<file path="config.mk">
export PLATFORM = sky130hd
export DESIGN_NAME = pc_sequencer
export DESIGN_NICKNAME = d
export VERILOG_FILES = /design/src/rtl/pc_sequencer_pkg.sv /design/src/rtl/pc_sequencer_pc_incr.sv /design/src/rtl/pc_sequencer.sv
export SDC_FILE = /design/constraint.sdc
export NUM_CORES = 1
export LEC_CHECK = 0
export ABC_AREA = 1
export CAP_MARGIN = 15
export CORE_AREA = 5 5 110 112
export CTS_BUF_LIST = sky130_fd_sc_hd__clkbuf_4 sky130_fd_sc_hd__clkbuf_8
export DETAILED_ROUTE_END_ITERATION = 10
export DIE_AREA = 0 0 115 117
export MAX_ROUTING_LAYER = met4
export PLACE_DENSITY_LB_ADDON = 0.05
export SYNTH_ARGS = -nofsm -noshare
export SYNTH_HDL_FRONTEND = slang
export SYNTH_SLANG_ARGS = --single-unit
</file>
<file path="constraint.sdc">
create_clock -name clk -period 1.7 [get_ports clk]
set_input_delay 0.17 -clock clk [delete_from_list [all_inputs] [get_ports clk]]
set_output_delay 0.17 -clock clk [all_outputs]
set_load 0.01 [all_outputs]
</file>
<file path="src/rtl/pc_sequencer_pkg.sv">
// -----------------------------------------------------------------------------
// pc_sequencer_pkg
// Definitions shared by the fetch sequencer: the FSM state encoding, the
// default reset PC, the sequential PC increment, and a helper that
// word-aligns redirect targets.
// -----------------------------------------------------------------------------
package pc_sequencer_pkg;

    localparam logic [31:0] RESET_PC_DEFAULT = 32'h0000_3000;
    localparam logic [31:0] PC_INCR          = 32'd4;

    typedef enum logic [1:0] {
        ST_FETCH = 2'd0,  // request outstanding on imem
        ST_HOLD  = 2'd1,  // word returned, downstream stalled, no request
        ST_DRAIN = 2'd2   // redirect latched, waiting out the old request
    } seq_state_e;

    // Instruction addresses are word aligned; the low two bits of any
    // redirect target are discarded.
    function automatic logic [31:0] align_word(input logic [31:0] addr);
        return {addr[31:2], 2'b00};
    endfunction

endpackage : pc_sequencer_pkg

</file>
<file path="src/rtl/pc_sequencer_pc_incr.sv">
// -----------------------------------------------------------------------------
// pc_incr
// Sequential PC adder: pc_next_o = pc_i + 4, wrapping modulo 2^32.
//   pc_i      : current PC
//   pc_next_o : following word address
// -----------------------------------------------------------------------------
module pc_incr
    import pc_sequencer_pkg::*;
(
    input  logic [31:0] pc_i,
    output logic [31:0] pc_next_o
);

    assign pc_next_o = pc_i + PC_INCR;

endmodule : pc_incr

</file>
<file path="src/rtl/pc_sequencer.sv">
// -----------------------------------------------------------------------------
// pc_sequencer
// Instruction fetch PC sequencer. Issues word reads to instruction memory,
// presents returned words to IF/ID, holds them under downstream stall, and
// applies jump/branch redirects (jump has priority over branch).
//
// Ports
//   clk, rst_n            : clock, asynchronous active-low reset
//   stall                 : IF/ID cannot accept a word this cycle
//   br_taken, br_target   : taken-branch redirect (pulse) and target
//   jmp_valid, jmp_target : jump redirect (pulse) and target
//   imem_req, imem_addr   : instruction memory read request / word address
//   imem_ready            : memory returns the word for imem_addr this cycle
//   if_valid, if_pc       : fetched word valid, and its PC
//   if_npc                : if_pc + 4
//
// Optional feature (macro PC_SEQ_EXC_EN): adds exc_valid/exc_vector, an
// exception redirect above jump priority, and the epc output.
// -----------------------------------------------------------------------------
module pc_sequencer
    import pc_sequencer_pkg::*;
#(
    parameter logic [31:0] RESET_PC = RESET_PC_DEFAULT
) (
    input  logic        clk,
    input  logic        rst_n,
    input  logic        stall,
    input  logic        br_taken,
    input  logic [31:0] br_target,
    input  logic        jmp_valid,
    input  logic [31:0] jmp_target,
`ifdef PC_SEQ_EXC_EN
    input  logic        exc_valid,
    input  logic [31:0] exc_vector,
    output logic [31:0] epc,
`endif
    output logic        imem_req,
    output logic [31:0] imem_addr,
    input  logic        imem_ready,
    output logic        if_valid,
    output logic [31:0] if_pc,
    output logic [31:0] if_npc
);

    seq_state_e  state_q, state_d;
    logic [31:0] pc_q, pc_d;
    logic [31:0] tgt_q, tgt_d;        // redirect target latched for DRAIN
    logic        imem_req_q, imem_req_d;
    logic [31:0] pc_plus4;
    logic        redirect;
    logic [31:0] redirect_raw;
    logic [31:0] redirect_target;
    logic        word_returned;

    pc_incr u_incr_next (.pc_i(pc_q),  .pc_next_o(pc_plus4));
    pc_incr u_incr_npc  (.pc_i(if_pc), .pc_next_o(if_npc));

    // NOTE: every signal assigned in an always_comb gets a default first, so
    // no path leaves it unassigned and no latch is inferred.
    always_comb begin
        redirect     = jmp_valid | br_taken;
        redirect_raw = jmp_valid ? jmp_target : br_target;
`ifdef PC_SEQ_EXC_EN
        if (exc_valid) begin
            redirect     = 1'b1;
            redirect_raw = exc_vector;
        end
`endif
    end

    assign redirect_target = align_word(redirect_raw);

    // The cycle right after reset has imem_req low; a ready seen then
    // belongs to no request of ours and is ignored.
    assign word_returned = imem_req_q & imem_ready;

    always_comb begin
        state_d = state_q;
        pc_d    = pc_q;
        tgt_d   = tgt_q;
        unique case (state_q)
            ST_FETCH: begin
                if (redirect) begin
                    if (word_returned || !imem_req_q) begin
                        pc_d = redirect_target;
                    end else begin
                        tgt_d   = redirect_target;
                        state_d = ST_DRAIN;
                    end
                end else if (word_returned) begin
                    if (stall) state_d = ST_HOLD;
                    else       pc_d    = pc_plus4;
                end
            end
            ST_HOLD: begin
                if (redirect) begin
                    pc_d    = redirect_target;
                    state_d = ST_FETCH;
                end else if (!stall) begin
                    pc_d    = pc_plus4;
                    state_d = ST_FETCH;
                end
            end
            ST_DRAIN: begin
                // A newer redirect replaces the latched one, even in the
                // cycle the stale word comes back.
                if (redirect) tgt_d = redirect_target;
                if (imem_ready) begin
                    pc_d    = redirect ? redirect_target : tgt_q;
                    state_d = ST_FETCH;
                end
            end
            default: state_d = ST_FETCH;
        endcase
        imem_req_d = (state_d != ST_HOLD);
    end

    // NOTE: sequential state is updated with non-blocking assignments only,
    // so every register samples the pre-edge values of the others.
    always_ff @(posedge clk or negedge rst_n) begin
        if (!rst_n) begin
            state_q    <= ST_FETCH;
            pc_q       <= RESET_PC;
            tgt_q      <= '0;
            imem_req_q <= 1'b0;
        end else begin
            state_q    <= state_d;
            pc_q       <= pc_d;
            tgt_q      <= tgt_d;
            imem_req_q <= imem_req_d;
        end
    end

    // The PC only advances once a word is accepted, so the current PC is
    // both the outstanding request address and the PC of any held word.
    assign imem_req  = imem_req_q;
    assign imem_addr = pc_q;
    assign if_pc     = pc_q;
    assign if_valid  = !redirect &&
                       ((state_q == ST_HOLD) ||
                        (state_q == ST_FETCH && word_returned));

`ifdef PC_SEQ_EXC_EN
    logic [31:0] epc_q;

    // if_pc and the current PC coincide, so one capture covers both the
    // held-word and no-word cases.
    always_ff @(posedge clk or negedge rst_n) begin
        if (!rst_n)         epc_q <= '0;
        else if (exc_valid) epc_q <= pc_q;
    end

    assign epc = epc_q;
`endif

endmodule : pc_sequencer

</file>
==> flow_summary.yaml, run 1 <==
# generated from flow reports
global_routing:
  grt_pass1_wl_um: 30700
  grt_max_degree: 68
run_status:
  violations: "setup timing"
  status: "finished with violations"
power:
  p_int_mw: 6.27
  power_frac_clock: 0.143
cells_and_area:
  drive_gt1_frac: 0.338
  register_area_mm2: 0.00169
  comb_area_mm2: 0.00340
  layout_top_cell: "nand2_1"
critical_path:
  slowest_stage: "dfrtp_1"
  path_class: "reg2out"
yosys:
  yosys_warnings: 0
  synthTopCellsByArea: "dfrtp_1, nand2_1, a21oi_1, nor2_1, buf_4"
  synthTopLogicFamily: "simple AND/OR/NAND/NOR gates"
  ys_types: 31
  synth-async-reset-ratio: 1.00
  edf_count: 0
  synth-xor-area-share: 0.0309
  netlist.area_leader.share: 0.314
clocking:
  cts.sinks: 67
  ctsHoldBuffers: 1
  cts_setup_buffers: 37
routing:
  final_antenna_net_count: 0
final_timing:
  setup_viol: 50
  fin_crit_sh: 1.23
  finalSetupTns_ns: -11.05
  setup_slack_ns: -0.397
placed_design:
  gp_congestion: 0.928
  placed_cells: 1186
  post_dp_cell_area_mm2: 0.00768
floorplanning:
  die_y_um: 117
## run 1: routing by layer
metal  track usage  vias up  part of all wire
li1              -     3066                 -
met1         0.410     3025              0.43
met2         0.460      322              0.47
met3        0.0494       48             0.071
met4        0.0931        0             0.025
met5             -        -                 0
## run 1: sequential cells by signal, indices dropped and copies added (netlist names)
name	flops
if_pc	32
imem_req	1
tgt_q	32
state_q	2
## run 1: layout make-up
type | count | area share
Clock buffer | 15 | 0.0220
Clock inverter | 1 | 0.00341
Inverter | 58 | 0.0247
Multi-Input combinational cell | 624 | 0.387
Sequential cell | 67 | 0.192
Tap cell | 143 | 0.0203
Timing Repair Buffer | 330 | 0.351
## run 1: cell families after synthesis
family          count (synthesis)
flops                          67
xor+xnor                       14
buf+inv                       127
fa+ha+maj                       1
compound gates                138
simple gates                  471
Run 1, met3 routing:
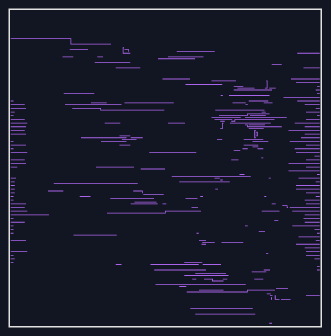
nets with wire on the layer	183
main direction	horizontal
wire length on this layer	1460 µm
longest straight run	33.1 µm
via count: 6461
met3 Usage GRT: 0.0494

Run 1, port wiring:
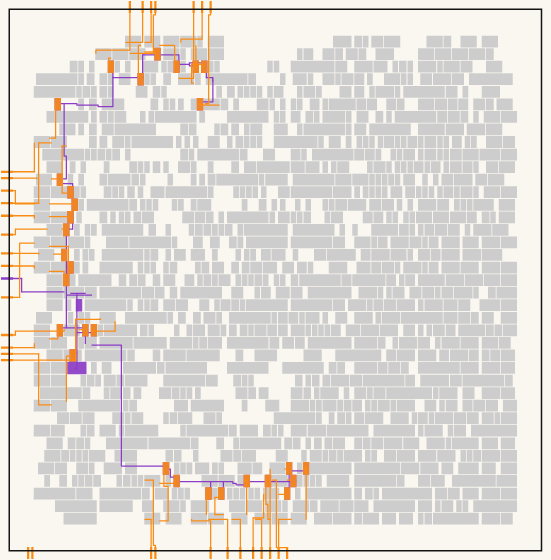
color	port	direction	edge	end cells	buffers	wire
purple	jmp_valid	input	left	32	3	268 µm
orange	jmp_target	input	13 left, 12 bottom, 7 top	30	30	544 µm
# port buffers: 163
io pins: 168

Run 1, cell placement:
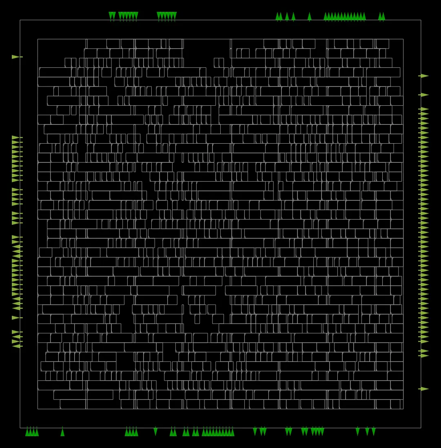
Non-Filler Instances: 1238
CORE AREA: 0.0111 mm²

==> inputs of run 2 (changes only) <==
--- a/config.mk
+++ b/config.mk
@@ -7,10 +7,10 @@
 export LEC_CHECK = 0
 export ABC_AREA = 1
 export CAP_MARGIN = 15
-export CORE_AREA = 5 5 110 112
+export CORE_AREA = 5 5 106 108
 export CTS_BUF_LIST = sky130_fd_sc_hd__clkbuf_4 sky130_fd_sc_hd__clkbuf_8
 export DETAILED_ROUTE_END_ITERATION = 10
-export DIE_AREA = 0 0 115 117
+export DIE_AREA = 0 0 111 113
 export MAX_ROUTING_LAYER = met4
 export PLACE_DENSITY_LB_ADDON = 0.05
 export SYNTH_ARGS = -nofsm -noshare
==> constraint.sdc (replaced) <==
create_clock -name clk -period 2.7 [get_ports clk]
set_input_delay 0.27 -clock clk [delete_from_list [all_inputs] [get_ports clk]]
set_output_delay 0.27 -clock clk [all_outputs]
set_load 0.01 [all_outputs]
==> run 2 against run 1 <==
The run now ends clean. Via count fell by 13%. Total power shrank 51%. Sequential power is 32% lower. Non-clock buffer count is 151 lower. Sequential share of layout area is 5.3 points higher. Clock skew decreased by 0.0025 ns. Highest routed layer unchanged.
==> flow_summary.yaml, run 2 <==
# generated from flow reports
cells_and_area:
  final-nonclk-buf-share: 0.258
  comb_area_frac: 0.415
  comb_area_mm2: 0.00286
  drive_gt1_frac: 0.0837
  clk_share: 0.0267
final_timing:
  finalSetupTns_ns: 0
routing:
  wl_met3_um: 1190
  final_antenna_net_count: 0
  vias: 5627
  highest_layer: "met4"
clocking:
  cts_setup_buffers: 0
  ctsHoldBuffers: 1
global_routing:
  grt_max_degree: 41
  met1_usage: 0.348
  grt_pass1_wl_um: 26300
yosys:
  netlist.area_leader.share: 0.314
  edf_count: 0
  yosys_warnings: 0
floorplanning:
  io_pins: 168
  die_y_um: 113
run_status:
  status: "complete, no violations"
critical_path:
  path_class: "reg2out"
placed_design:
  placed_cells: 1062
==> run 2: cell counts after synthesis <==
Identical to the previous run, type by type.
==> run 2: cells by family (layout without fill, tap and decap cells) <==
family	count (synthesis)	count (layout)	share of synthesized area
simple gates	471	471	0.378
compound gates	138	138	0.136
buf+inv	127	253	0.129
flops	67	67	0.324
xor+xnor	14	14	0.0309
fa+ha+maj	1	1	0.00241
==> run 2: where the power goes <==
part | internal [mW] | switching (mW) | total [mW] | leakage, nW
Sequential | 1.31 | 0.433 | 1.75 | 0.791
Clock | 0.390 | 0.393 | 0.783 | 0.0918
Combinational | 1.37 | 1.34 | 2.72 | 2.35
Total | 3.07 | 2.17 | 5.25 | 3.24
Run 2, where the registers sit:
Other sequential cells in the stronger gray, the rest of the logic in the fainter gray.
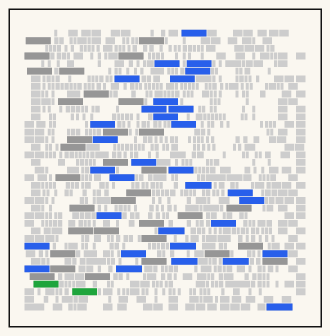
color	netlist name	flops
blue	if_pc	32
green	state_q	2
fraction of area in registers: 0.245
Final Util: 0.680
Sequential cell area: 0.00169 mm²

Run 2, cell placement:
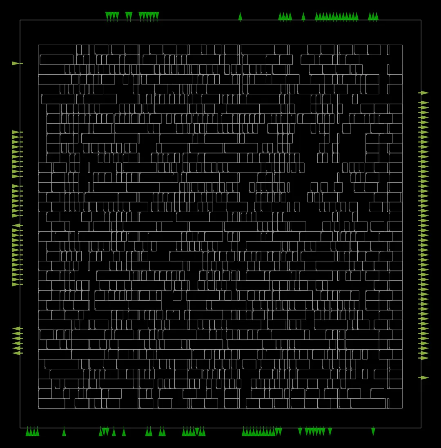
row count: 37
Non-Filler Instances: 1080

==> inputs of run 3 (changes only) <==
--- a/config.mk
+++ b/config.mk
@@ -12,7 +12,7 @@
 export DETAILED_ROUTE_END_ITERATION = 10
 export DIE_AREA = 0 0 111 113
 export MAX_ROUTING_LAYER = met4
-export PLACE_DENSITY_LB_ADDON = 0.05
+export PLACE_DENSITY = 0.9
 export SYNTH_ARGS = -nofsm -noshare
 export SYNTH_HDL_FRONTEND = slang
 export SYNTH_SLANG_ARGS = --single-unit
==> run 3 against run 2 <==
Clock power rose by 2%. Sequential cell count did not move. Register-to-register slack got worse by 0.03 ns. Setup slack improved by 0.027 ns. Area after synthesis did not move. Sequential power barely moved. Die area did not move. First-iteration DRC count rose by 11%. Clock skew fell by 0.0035 ns. Routed wire length fell by 5.8%.
==> flow_summary.yaml, run 3 <==
# generated from flow reports
run_status:
  status: "complete, no violations"
global_routing:
  met1_usage: 0.334
  grtUsageMet3: 0.0508
  met2_usage: 0.376
placed_design:
  post_dp_cell_area_mm2: 0.00665
  gp_congestion: 0.886
  placed_cells: 1062
  io_buffers: 163
cells_and_area:
  final_cells: 1080
  fin_util: 0.678
  comb_area_mm2: 0.00285
yosys:
  aoi_share: 0.136
  adder_share: 0.00241
  synth-async-reset-ratio: 1.00
  ys_sh_simple: 0.378
  synth-xor-area-share: 0.0309
  ys_types: 31
  synthTopCellsByArea: "dfrtp_1, nand2_1, a21oi_1, nor2_1, buf_4"
  synthTopLogicFamily: "simple AND/OR/NAND/NOR gates"
  netlist.area_leader.share: 0.314
clocking:
  cts.sinks: 67
final_timing:
  finalSetupTns_ns: 0
  setup_slack_ns: 0.0931
  setup_viol: 0
  fin_crit_sh: 0.966
routing:
  final_antenna_net_count: 0
  vias: 5657
  met2_length_um: 6810
  wl_met1_um: 6550
floorplanning:
  fp-row-count: 37
critical_path:
  slowest_stage: "clkdlybuf4s50_1"
## run 3: cell counts after synthesis
Identical to the previous run, type by type.
## run 3: worst min-delay path by stage
stage	to
floorplan	if_pc[0]
global placement	tgt_q[2]
detailed placement	tgt_q[2]
CTS	tgt_q[1]
global route	tgt_q[1]
finish	tgt_q[2]
## run 3: final cells by class
cell class | instances | share of cell area
Multi-Input combinational cell | 624 | 0.415
Clock inverter | 2 | 0.00146
Tap cell | 136 | 0.0247
Inverter | 58 | 0.0317
Sequential cell | 67 | 0.244
Clock buffer | 14 | 0.0262
Timing Repair Buffer | 179 | 0.257
## run 3: power by group
part	switching [mW]	internal (mW)	leakage [nW]	total [mW]
registers	0.406	1.31	0.796	1.72
logic	1.33	1.36	2.35	2.69
clock network	0.369	0.427	0.103	0.796
total	2.11	3.10	3.25	5.21
Run 3, port wiring:
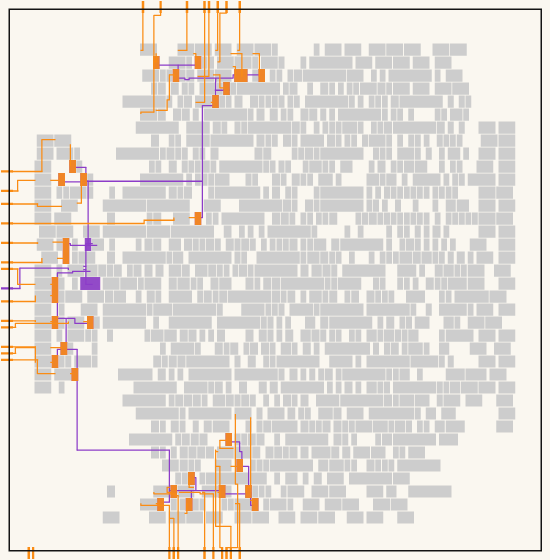
color	port	direction	edge	end cells	buffers	wire
purple	jmp_valid	input	left	32	3	293 µm
orange	jmp_target	input	13 left, 11 bottom, 8 top	30	30	496 µm

Run 3, cell placement:
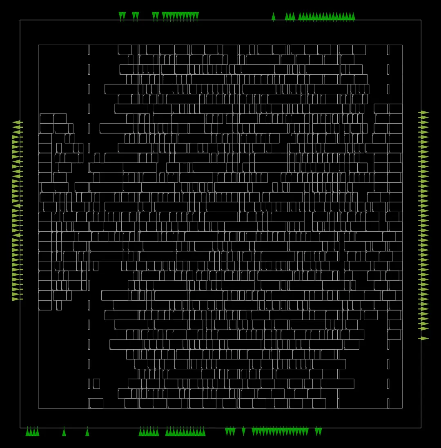
CORE AREA: 0.0101 mm²
registers: 67
fill count: 826
fraction of area in registers: 0.244

Power is estimated from default activity; no workload was simulated.
